[config.mk]
export PLATFORM = sky130hd
export DESIGN_NAME = nacc_engine
export DESIGN_NICKNAME = d
export VERILOG_FILES = /design/src/rtl/nacc_engine.sv
export SDC_FILE = /design/constraint.sdc
export NUM_CORES = 2
export LEC_CHECK = 0
export CAP_MARGIN = 10
export CORE_UTILIZATION = 34
export CTS_CLUSTER_DIAMETER = 120
export CTS_CLUSTER_SIZE = 24
export DETAILED_ROUTE_END_ITERATION = 10
export MAX_ROUTING_LAYER = met4
export PLACE_DENSITY_LB_ADDON = 0.2
export SYNTH_ARGS = -nofsm -noshare
export SYNTH_HDL_FRONTEND = slang
export SYNTH_SLANG_ARGS = --single-unit
export TNS_END_PERCENT = 5
[constraint.sdc]
create_clock -name clk -period 11.7 [get_ports clk]
set_clock_uncertainty 0.1 [all_clocks]
set_input_delay 2.34 -clock clk [delete_from_list [all_inputs] [get_ports clk]]
set_output_delay 2.34 -clock clk [all_outputs]
set_load 0.1 [all_outputs]
[src/rtl/nacc_engine.sv]
// Multi-cycle neuron accumulator: LANES spike-gated weights per beat with per-beat
// signed saturation, followed by an optional leak and threshold/fire step.
module nacc_engine #(
    parameter int NUM_SYN   = 16,
    parameter int W_WIDTH   = 32,
    parameter int LANES     = 4,
    parameter int ACC_WIDTH = 32
) (
    input  logic                         clk,
    input  logic                         reset,
    input  logic                         start,
    input  logic [1:0]                   mode,
    input  logic [$clog2(NUM_SYN):0]     vl,
    input  logic [NUM_SYN-1:0]           spikes,
    input  logic [NUM_SYN*W_WIDTH-1:0]   weights,
    input  logic [ACC_WIDTH-1:0]         cur_in,
    input  logic [4:0]                   leak_shift,
    input  logic [ACC_WIDTH-1:0]         threshold,
    output logic                         busy,
    output logic                         done,
    output logic [ACC_WIDTH-1:0]         cur_out,
    output logic                         fired
);
    localparam int VL_W  = $clog2(NUM_SYN) + 1;
    localparam int SUM_W = ACC_WIDTH + $clog2(LANES) + 1;

    typedef enum logic [1:0] {S_IDLE, S_ACCUM, S_POST} state_t;

    state_t                        state_q, state_d;
    logic [1:0]                    mode_q, mode_d;
    logic [NUM_SYN-1:0]            spikes_q, spikes_d;
    logic [NUM_SYN-1:0]            valid_q, valid_d;
    logic [NUM_SYN*W_WIDTH-1:0]    weights_q, weights_d;
    logic signed [ACC_WIDTH-1:0]   acc_q, acc_d;
    logic [4:0]                    leak_shift_q, leak_shift_d;
    logic signed [ACC_WIDTH-1:0]   threshold_q, threshold_d;
    logic                          done_q, done_d;
    logic [ACC_WIDTH-1:0]          cur_out_q, cur_out_d;
    logic                          fired_q, fired_d;

    logic [VL_W-1:0]               vl_c;
    logic [NUM_SYN-1:0]            vmask;
    logic signed [SUM_W-1:0]       lane_sum;
    logic signed [SUM_W-1:0]       acc_sum;
    logic signed [ACC_WIDTH-1:0]   acc_sat;
    logic signed [ACC_WIDTH-1:0]   leak_v;

    // Latched vectors are shifted down LANES synapses per beat, so lane j always
    // reads slot j; valid_q tracks the vl window and ends the accumulation.
    always_comb begin
        state_d      = state_q;
        mode_d       = mode_q;
        spikes_d     = spikes_q;
        valid_d      = valid_q;
        weights_d    = weights_q;
        acc_d        = acc_q;
        leak_shift_d = leak_shift_q;
        threshold_d  = threshold_q;
        done_d       = 1'b0;
        cur_out_d    = cur_out_q;
        fired_d      = fired_q;

        vl_c = (vl > VL_W'(NUM_SYN)) ? VL_W'(NUM_SYN) : vl;
        vmask = '0;
        for (int unsigned i = 0; i < NUM_SYN; i++) begin
            vmask[i] = (VL_W'(i) < vl_c);
        end

        lane_sum = '0;
        for (int unsigned j = 0; j < LANES; j++) begin
            if (spikes_q[j]) begin
                lane_sum = lane_sum +
                    {{(SUM_W-W_WIDTH){weights_q[j*W_WIDTH+W_WIDTH-1]}},
                     weights_q[j*W_WIDTH +: W_WIDTH]};
            end
        end
        acc_sum = {{(SUM_W-ACC_WIDTH){acc_q[ACC_WIDTH-1]}}, acc_q} + lane_sum;

        if ((&acc_sum[SUM_W-1:ACC_WIDTH-1]) || !(|acc_sum[SUM_W-1:ACC_WIDTH-1])) begin
            acc_sat = acc_sum[ACC_WIDTH-1:0];
        end else if (acc_sum[SUM_W-1]) begin
            acc_sat = {1'b1, {(ACC_WIDTH-1){1'b0}}};
        end else begin
            acc_sat = {1'b0, {(ACC_WIDTH-1){1'b1}}};
        end

        if ((mode_q != 2'd0) && (leak_shift_q != 5'd0)) begin
            leak_v = acc_q - (acc_q >>> leak_shift_q);
        end else begin
            leak_v = acc_q;
        end

        case (state_q)
            S_IDLE: begin
                if (start) begin
                    mode_d       = mode;
                    spikes_d     = spikes & vmask;
                    valid_d      = vmask;
                    weights_d    = weights;
                    acc_d        = cur_in;
                    leak_shift_d = leak_shift;
                    threshold_d  = threshold;
                    state_d      = (vl_c != '0) ? S_ACCUM : S_POST;
                end
            end
            S_ACCUM: begin
                acc_d     = acc_sat;
                spikes_d  = spikes_q >> LANES;
                valid_d   = valid_q >> LANES;
                weights_d = weights_q >> (LANES*W_WIDTH);
                if ((valid_q >> LANES) == '0) begin
                    state_d = S_POST;
                end
            end
            S_POST: begin
                if (mode_q[1] && (leak_v >= threshold_q)) begin
                    fired_d   = 1'b1;
                    cur_out_d = '0;
                end else begin
                    fired_d   = 1'b0;
                    cur_out_d = leak_v;
                end
                done_d  = 1'b1;
                state_d = S_IDLE;
            end
            default: state_d = S_IDLE;
        endcase
    end

    always_ff @(posedge clk) begin
        if (reset) begin
            state_q      <= S_IDLE;
            mode_q       <= '0;
            spikes_q     <= '0;
            valid_q      <= '0;
            weights_q    <= '0;
            acc_q        <= '0;
            leak_shift_q <= '0;
            threshold_q  <= '0;
            done_q       <= 1'b0;
            cur_out_q    <= '0;
            fired_q      <= 1'b0;
        end else begin
            state_q      <= state_d;
            mode_q       <= mode_d;
            spikes_q     <= spikes_d;
            valid_q      <= valid_d;
            weights_q    <= weights_d;
            acc_q        <= acc_d;
            leak_shift_q <= leak_shift_d;
            threshold_q  <= threshold_d;
            done_q       <= done_d;
            cur_out_q    <= cur_out_d;
            fired_q      <= fired_d;
        end
    end

    assign busy    = (state_q != S_IDLE);
    assign done    = done_q;
    assign cur_out = cur_out_q;
    assign fired   = fired_q;

endmodule

Figure 1. Routed clock nets over the placement.
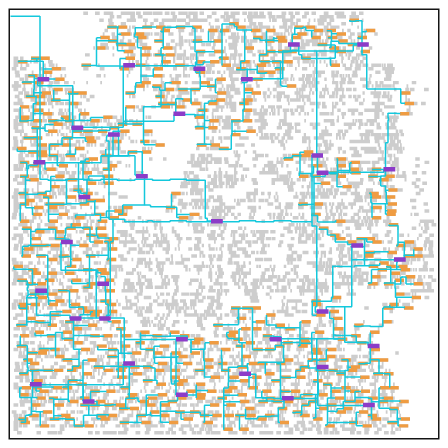
flip-flops -> orange  # count 647
clock wires -> cyan  # length 8870 um
cells driving clock nets -> purple  # count 35
flops lie = widely spread
Clk network pwr share: 21.1%
P_clk: 0.00144 W
later-pin clock latency in the skew report: 0.63 ns

Figure 2. Signal wires on met1.
Supply wires on this layer in gray. Cells faint in the background.
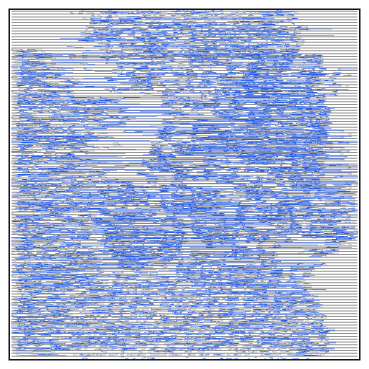
share of all routed wire = 45%
nets with wire on the layer = 5664
longest straight run = 109 um
met1 usage: 34.37%
Routed WL: 151.1 mm
Vias: 37370

==> CHANGELOG.md <==
## Flow update

- Run status: finished clean
- Element type at the critical path end: register
- Yosys stat area: 0.03788 mm2
- Fin. Hold Viols: 0
- Post-synth EDFFs: 0
- Minimum clock period: 10.80 ns
- Post-route ant nets: 0
- Yosys Warn Count: 0
- Fmax achieved: 92.59 MHz
- Min-Delay Endpoint: threshold_q[10]$_SDFFE_PP0P_
- Pre-CTS WS: 0.6056 ns
- Slew of the pin with the lowest slew margin: 1.314 ns
- Routability cong.: 0.9641
- Commonest cells after routing, fill and taps aside: nand2_1 (1074), nor2_1 (730), dfxtp_1 (644)
- Internal power component: 0.004154 W
- Max Used Layer: met4
- CP Depth: 48
- Setup slack, reg-to-reg: 0.90 ns
- Setup Fix Bufs, Post-CTS: 0
- Ys async rst share: 0%
- DRT met1 WL: 67.32 mm
- Reg-to-reg critical path startpoint: spikes_q[0]$_SDFFE_PP0P_
- Pwr/cell area: 147.2 mW/mm2
- Signal buffers share of area: 14.66%
- Syn Inst Count: 4966
- Flop share of the area: 27.95%
- GR Overflow Total: 0
- Top-area cell share: 34.20%
- Max FFs per register: 512
- Crit-path slowest cell: o21ai_4
- Crit path largest cell delay: 0.47 ns
- Design Area, Final: 0.04636 mm2
- Worst path required time: 12.09 ns
- Multiplexer share: 3.703%
- Peak supply drop: 0.09448 mV
- CP Buf/Inv Count: 1
- CP Max Fanout: 13
- Die area: 0.1127 mm2
- Syn avg cell area: 7.627 um2
- Wire length on met3: 11.25 mm
- DRT iter0 DRCs: 3110
- TritonCTS clock tree: yes
- Placed instance count: 6758
- Post-layout util: 41.95%
- Worst hold path stage count: 2
- Hold_sp: threshold_q[10]$_SDFFE_PP0P_
- Synth cell count leaders: nand2_1 (1075), nor2_1 (731), dfxtp_1 (647), a311oi_1 (388), clkbuf_1 (342)
- Comb pwr share: 39.5%
- Average wire per standard cell: 22.00 um
- Crit path kind: register to register
- Main logic family after synthesis: AND-OR/OR-AND gates
- Simple-Gate Area Share: 21.97%
- Period Utilization, post-route: 92.31%
- Global route hottest layer: met2
- Multi-input logic portion of the cell area: 49.96%
- Invs w/o clock: 99
- Met3 Use GR: 5.663%
- # Cells Yosys: 4966
- Logic area: 0.02316 mm2
- CP Launch Type: register
- Largest net degree at the start of global routing: 226
- RSZ-0062 raised after global routing: no
- Max-slew violation count: 0
- Max Root-Sink Buffers: 3
- I/O Pins: 642
- Most common cell in the netlist: nand2_1
- Flop area: 0.01296 mm2
- #FFs+latches synth: 647
- Non-clock buffer count: 683
Figure 3. The clock network.
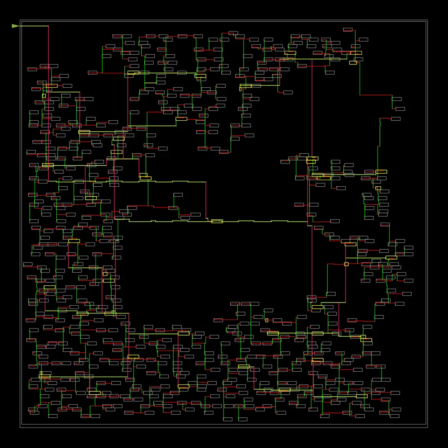
clock buf count: 39
clk sinks: 647
total CTS buffers: 35

Figure 4. Placed cells, one color a class.
The bar under the picture is 100 um long.
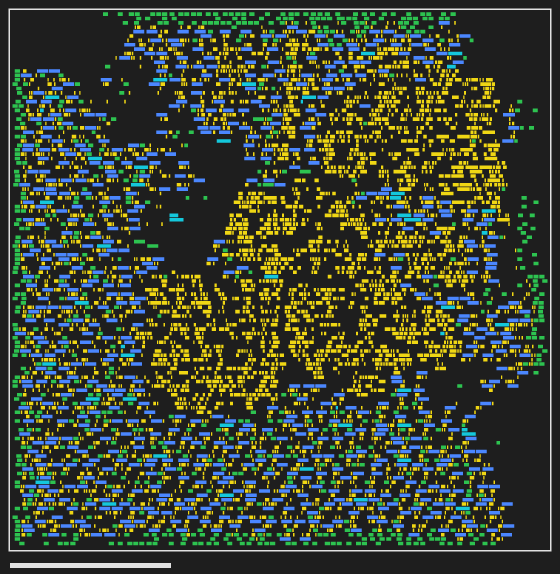
all other logic -> yellow  # cells 3941
flip-flops -> blue  # cells 647
clock drivers and dummy loads -> cyan  # cells 49
other buffers and delay cells -> green  # cells 683

Power figures rest on the tool's default switching activity, not on a simulated workload.
